Figure 1. Wires at chosen ports, followed through buffers.
The bar under the picture is 10 um long.
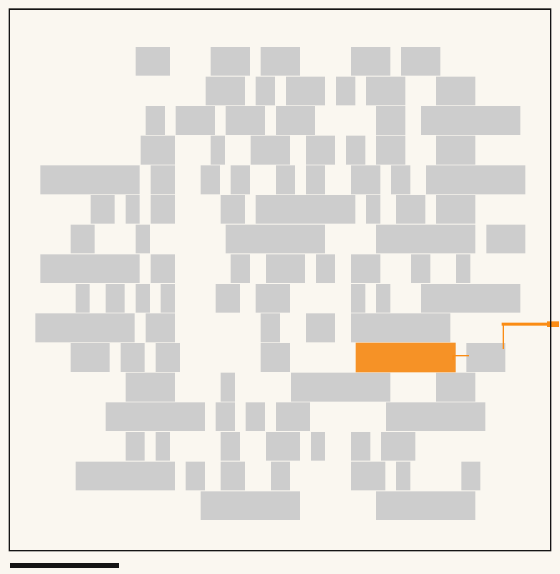
Figure 2. Congestion heat map.
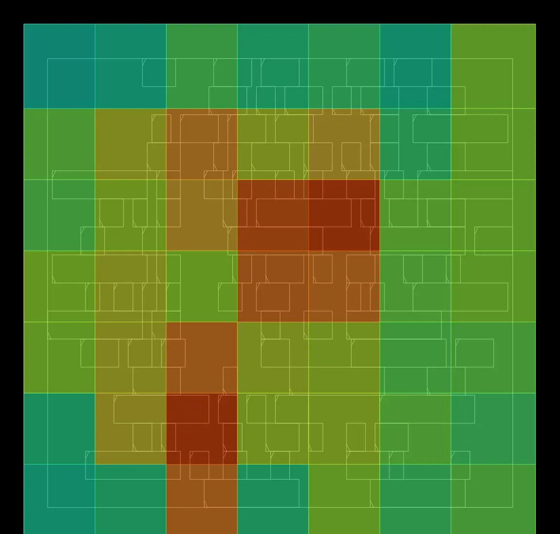
Figure 3. Wiring by layer.
Only two layers are drawn.
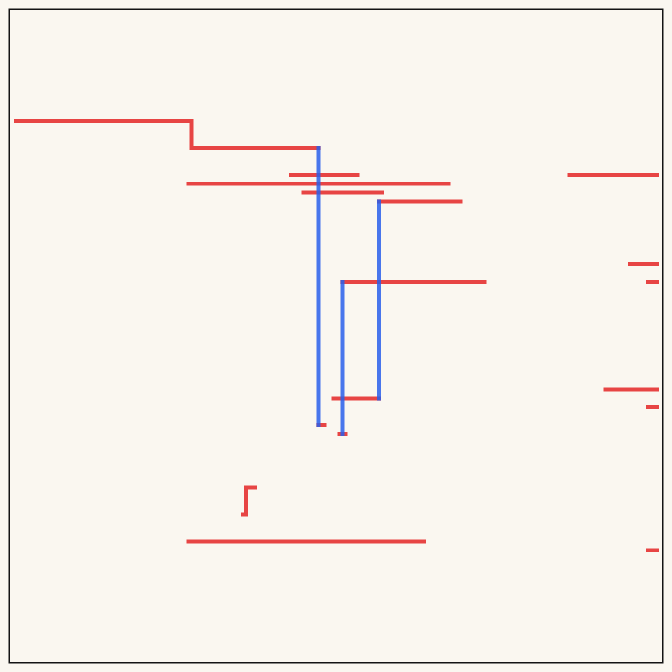
Figure 4. Where the registers sit.
Other sequential cells in the stronger gray, the rest of the logic in the fainter gray.
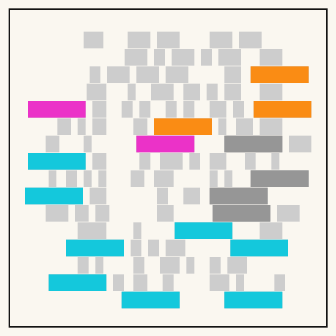
### src/rtl/rram_op_sequencer.sv
// Grants one of forming / write / read to the RRAM state counter and waits for its count flag or a watchdog timeout.
// Build option: RRAM_SEQ_RR_EN selects round-robin arbitration; otherwise fixed priority forming > write > read.
module rram_op_sequencer #(
  parameter int TIMEOUT = 63,
  parameter int WD_W    = 8
) (
  input  logic clk,
  input  logic rst_n,
  input  logic form_req,
  input  logic write_req,
  input  logic read_req,
  output logic form_gnt,
  output logic write_gnt,
  output logic read_gnt,
  output logic op_done,
  output logic op_err,
  output logic busy,
  output logic ctr_en,
  output logic ctr_we,
  output logic ctr_re,
  output logic ctr_forming,
  input  logic forming_count_flag,
  input  logic write_count_flag,
  input  logic cache_count_flag
);

  typedef enum logic [1:0] {IDLE, RUN, DONE, ERR} state_t;

  localparam logic [WD_W-1:0] WD_LIMIT = WD_W'(TIMEOUT);

  state_t          state_reg;
  logic [2:0]      gnt_reg;
  logic            ctr_en_reg;
  logic            op_done_reg;
  logic            op_err_reg;
  logic            busy_reg;
  logic [WD_W-1:0] wd_reg;

  // Bit order everywhere: [0] forming, [1] write, [2] read.
  logic [2:0] req_vec;
  logic [2:0] flag_vec;
  logic [2:0] hit_vec;
  logic [2:0] live_vec;
  logic [2:0] pick_next;

  assign req_vec  = {read_req, write_req, form_req};
  assign flag_vec = {cache_count_flag, write_count_flag, forming_count_flag};

  genvar gi;
  generate
    for (gi = 0; gi < 3; gi++) begin : g_mode
      assign hit_vec[gi]  = flag_vec[gi] & gnt_reg[gi];
      assign live_vec[gi] = req_vec[gi] & gnt_reg[gi];
    end
  endgenerate

`ifdef RRAM_SEQ_RR_EN
  // Pointer names the requester with highest priority for the next grant.
  logic [1:0] ptr_reg;

  always_comb begin
    pick_next = 3'b000;
    case (ptr_reg)
      2'd1: begin
        if (req_vec[1])      pick_next = 3'b010;
        else if (req_vec[2]) pick_next = 3'b100;
        else if (req_vec[0]) pick_next = 3'b001;
      end
      2'd2: begin
        if (req_vec[2])      pick_next = 3'b100;
        else if (req_vec[0]) pick_next = 3'b001;
        else if (req_vec[1]) pick_next = 3'b010;
      end
      default: begin
        if (req_vec[0])      pick_next = 3'b001;
        else if (req_vec[1]) pick_next = 3'b010;
        else if (req_vec[2]) pick_next = 3'b100;
      end
    endcase
  end

  always_ff @(posedge clk or negedge rst_n) begin
    if (!rst_n) begin
      ptr_reg <= 2'd0;
    end else if (state_reg == IDLE && (|req_vec)) begin
      if (pick_next[0])      ptr_reg <= 2'd1;
      else if (pick_next[1]) ptr_reg <= 2'd2;
      else                   ptr_reg <= 2'd0;
    end
  end
`else
  always_comb begin
    pick_next = 3'b000;
    if (req_vec[0])      pick_next = 3'b001;
    else if (req_vec[1]) pick_next = 3'b010;
    else if (req_vec[2]) pick_next = 3'b100;
  end
`endif

  always_ff @(posedge clk or negedge rst_n) begin
    if (!rst_n) begin
      state_reg   <= IDLE;
      gnt_reg     <= 3'b000;
      ctr_en_reg  <= 1'b0;
      op_done_reg <= 1'b0;
      op_err_reg  <= 1'b0;
      busy_reg    <= 1'b0;
      wd_reg      <= '0;
    end else begin
      op_done_reg <= 1'b0;
      op_err_reg  <= 1'b0;
      case (state_reg)
        IDLE: begin
          wd_reg <= '0;
          if (|req_vec) begin
            state_reg  <= RUN;
            gnt_reg    <= pick_next;
            ctr_en_reg <= 1'b1;
            busy_reg   <= 1'b1;
          end
        end
        RUN: begin
          wd_reg <= wd_reg + WD_W'(1);
          // Flag beats timeout and abort when they coincide.
          if (|hit_vec) begin
            state_reg   <= DONE;
            op_done_reg <= 1'b1;
            gnt_reg     <= 3'b000;
            ctr_en_reg  <= 1'b0;
          end else if (wd_reg == WD_LIMIT || !(|live_vec)) begin
            state_reg  <= ERR;
            op_err_reg <= 1'b1;
            gnt_reg    <= 3'b000;
            ctr_en_reg <= 1'b0;
          end
        end
        default: begin
          state_reg <= IDLE;
          busy_reg  <= 1'b0;
          wd_reg    <= '0;
        end
      endcase
    end
  end

  assign form_gnt    = gnt_reg[0];
  assign write_gnt   = gnt_reg[1];
  assign read_gnt    = gnt_reg[2];
  assign ctr_forming = gnt_reg[0];
  assign ctr_we      = gnt_reg[1];
  assign ctr_re      = gnt_reg[2];
  assign ctr_en      = ctr_en_reg;
  assign op_done     = op_done_reg;
  assign op_err      = op_err_reg;
  assign busy        = busy_reg;

endmodule

### config.mk
export PLATFORM = sky130hd
export DESIGN_NAME = rram_op_sequencer
export DESIGN_NICKNAME = d
export VERILOG_FILES = /design/src/rtl/rram_op_sequencer.sv
export SDC_FILE = /design/constraint.sdc
export NUM_CORES = 1
export LEC_CHECK = 0
export CELL_PAD_IN_SITES_DETAIL_PLACEMENT = 1
export CELL_PAD_IN_SITES_GLOBAL_PLACEMENT = 1
export CORE_MARGIN = 2
export CORE_UTILIZATION = 39
export DETAILED_ROUTE_END_ITERATION = 6
export PLACE_DENSITY_LB_ADDON = 0.3
export SLEW_MARGIN = 40
export SYNTH_ARGS = -nofsm -noshare
export SYNTH_HDL_FRONTEND = slang
export SYNTH_SLANG_ARGS = --single-unit
### constraint.sdc
create_clock -name clk -period 4.2 [get_ports clk]
set_input_delay 0.63 -clock clk [delete_from_list [all_inputs] [get_ports clk]]
set_output_delay 0.63 -clock clk [all_outputs]
set_load 0.005 [all_outputs]
==> impl_metrics.ini <==
; generated from flow reports
[floorplanning]
die_w_um = 49.60
dieArea_um2 = 2460
rows = 16
core_area_um2 = 1962

[drt]
drt-initial-drc-count = 24
drtAntennaViolNets = 0
via_per_inst = 5.635
dr.pass1.iters = 5

[logic_synthesis]
synth_seq_share = 0.5247
fp_nets = 90
ys.flops = 17
yosys_area_um2 = 810.8
yosysWarnings = 0
synth-main-ff-cell = dfrtp_1
synth-async-reset-ratio = 1.000
synth_cells = 81

[placement]
gp_congestion = 0.7906
hpwlAfterDp_um = 1481
post-place-ws_ns = 1.822

[job]
warnings = 26
max_cap_viol_count = 0

[timing]
final.min_clock_period_ns = 1.930
finalSetupTns_ns = 0
clock_skew_ns = 0.004421
fmax_mhz = 518.1
fin_crit_sh = 0.4595
setup_viol = 0

[worst_setup_path]
critPathMaxFanout = 7
slowest_delay_ns = 0.54
critical_path_depth = 1
critPathTopFamily = buffers and inverters
crit_arrival_ns = 1.30

[cts]
cts_hold_buf = 0
clkTransAtPathRegs_ns = 0.10
clockBufferDepth = 2

[power]
vdd_drop_max_v = 0.0003338
leakagePower_nw = 0.4167

[outcome]
outcome = finished clean

[layout]
largest_reg_flops = 8
seq_area_um2 = 425.4

[global_routing]
grt_pass1_vias = 685
overflow = 0
Notes on Figure 1 above:
color	port	bits	direction	edge	end cells	buffers	wire
orange	`op_err`	1	output	right	1	1	7.80 um
Ports: 18
number of port buffers: 17

Notes on Figure 2 above:
GRT Overall Usage: 0.1969
DR WL/cell: 15.69 um
global-route track usage on met2: 0.2800

Notes on Figure 3 above:
color	layer	wire length
red	M3	112 um
blue	M4	47.6 um
Vias: 710
Total Wirelength: 1977 um

Notes on Figure 4 above:
color	netlist name	flops
cyan	`wd_reg`	8
orange	`gnt_reg`	3
magenta	`state_reg`	2

worst paths after layout:
kind                                         from                  endpoint  slack, ns
hold reg to reg               wd_reg[0]$_DFF_PN0_       wd_reg[0]$_DFF_PN0_       0.53
setup / recovery           gnt_reg[2]$_DFFE_PN0P_                  read_gnt       2.27
max in group asynchronous                   rst_n  state_reg[1]$_DFFE_PN0P_       3.70
hold / removal                              rst_n       wd_reg[4]$_DFF_PN0_       0.23
min in group clk              wd_reg[0]$_DFF_PN0_       wd_reg[0]$_DFF_PN0_       0.53
setup reg to reg           gnt_reg[0]$_DFFE_PN0P_    gnt_reg[1]$_DFFE_PN0P_       2.56
power by group:
part           switching [W]   total, W  internal, W
combinational       0.000110   0.000230     0.000120
clock              0.0000528  0.0000883    0.0000355
sequential         0.0000541   0.000263     0.000209
per-stage QoR:
step | hold WS [ns] | instances | instance area (um2) | power, W
after floorplan | 0.3344 | 81 | 810.8 | 0.0003835
after CTS | 0.5310 | 125 | 1016 | 0.0005844
after global placement | 0.4952 | 121 | 988.4 | 0.0004830
after global routing | 0.2491 | 126 | 1016 | 0.0006313
final | 0.2335 | 126 | 1016 | 0.0005814
after detailed placement | 0.5165 | 121 | 988.4 | 0.0004944
per-layer routing:
metal | up-vias | track usage | part of all wire
met2 | 25 | 0.2800 | 0.48
met5 | - | 0 | 0
met3 | 6 | 0.06667 | 0.057
li1 | 333 | - | -
met1 | 346 | 0.2720 | 0.44
met4 | 0 | 0.08333 | 0.024
final cells by class:
class,count,share of cell area
clock buffer,3,0.02217
clock inverter,1,0.004926
sequential,17,0.4187
inverter,2,0.007389
timing repair buffer,18,0.1675
tap,27,0.03325
multi-input combinational,58,0.3461
cell usage after synthesis (2+ instances only):
cell       n  share of area
nor2b_1    2          0.015
or3_1      2          0.015
xor2_1     2          0.022
o211ai_1   3          0.028
a222oi_1   2          0.025
nand3_1    7          0.043
nand2_1    5          0.023
dfrtp_1   17           0.52
o21ai_0    7          0.043
inv_1      2         0.0093
buf_4      3          0.028
and2_1     2          0.015
nor3_1     2          0.012
nor2_1     7          0.032
a21oi_1    3          0.019
logic make-up after synthesis:
group,Yosys count,synth area share
compound gates,19,0.1528
xor+xnor,3,0.03241
fa+ha+maj,1,0.01543
buf+inv,6,0.04166
flops,17,0.5247
mux,1,0.01235
simple gates,34,0.2207
layout by cell type, fill, tap and decap left out, drive strengths merged, types with 3 or more instances in the layout:
cell type / n
a21oi: 3
clkbuf: 4
clkdlybuf4s50: 16
dfrtp: 17
nand2: 5
nand3: 7
nor2: 7
o211ai: 3
o21ai: 7
Power and IR drop assume default switching activity.
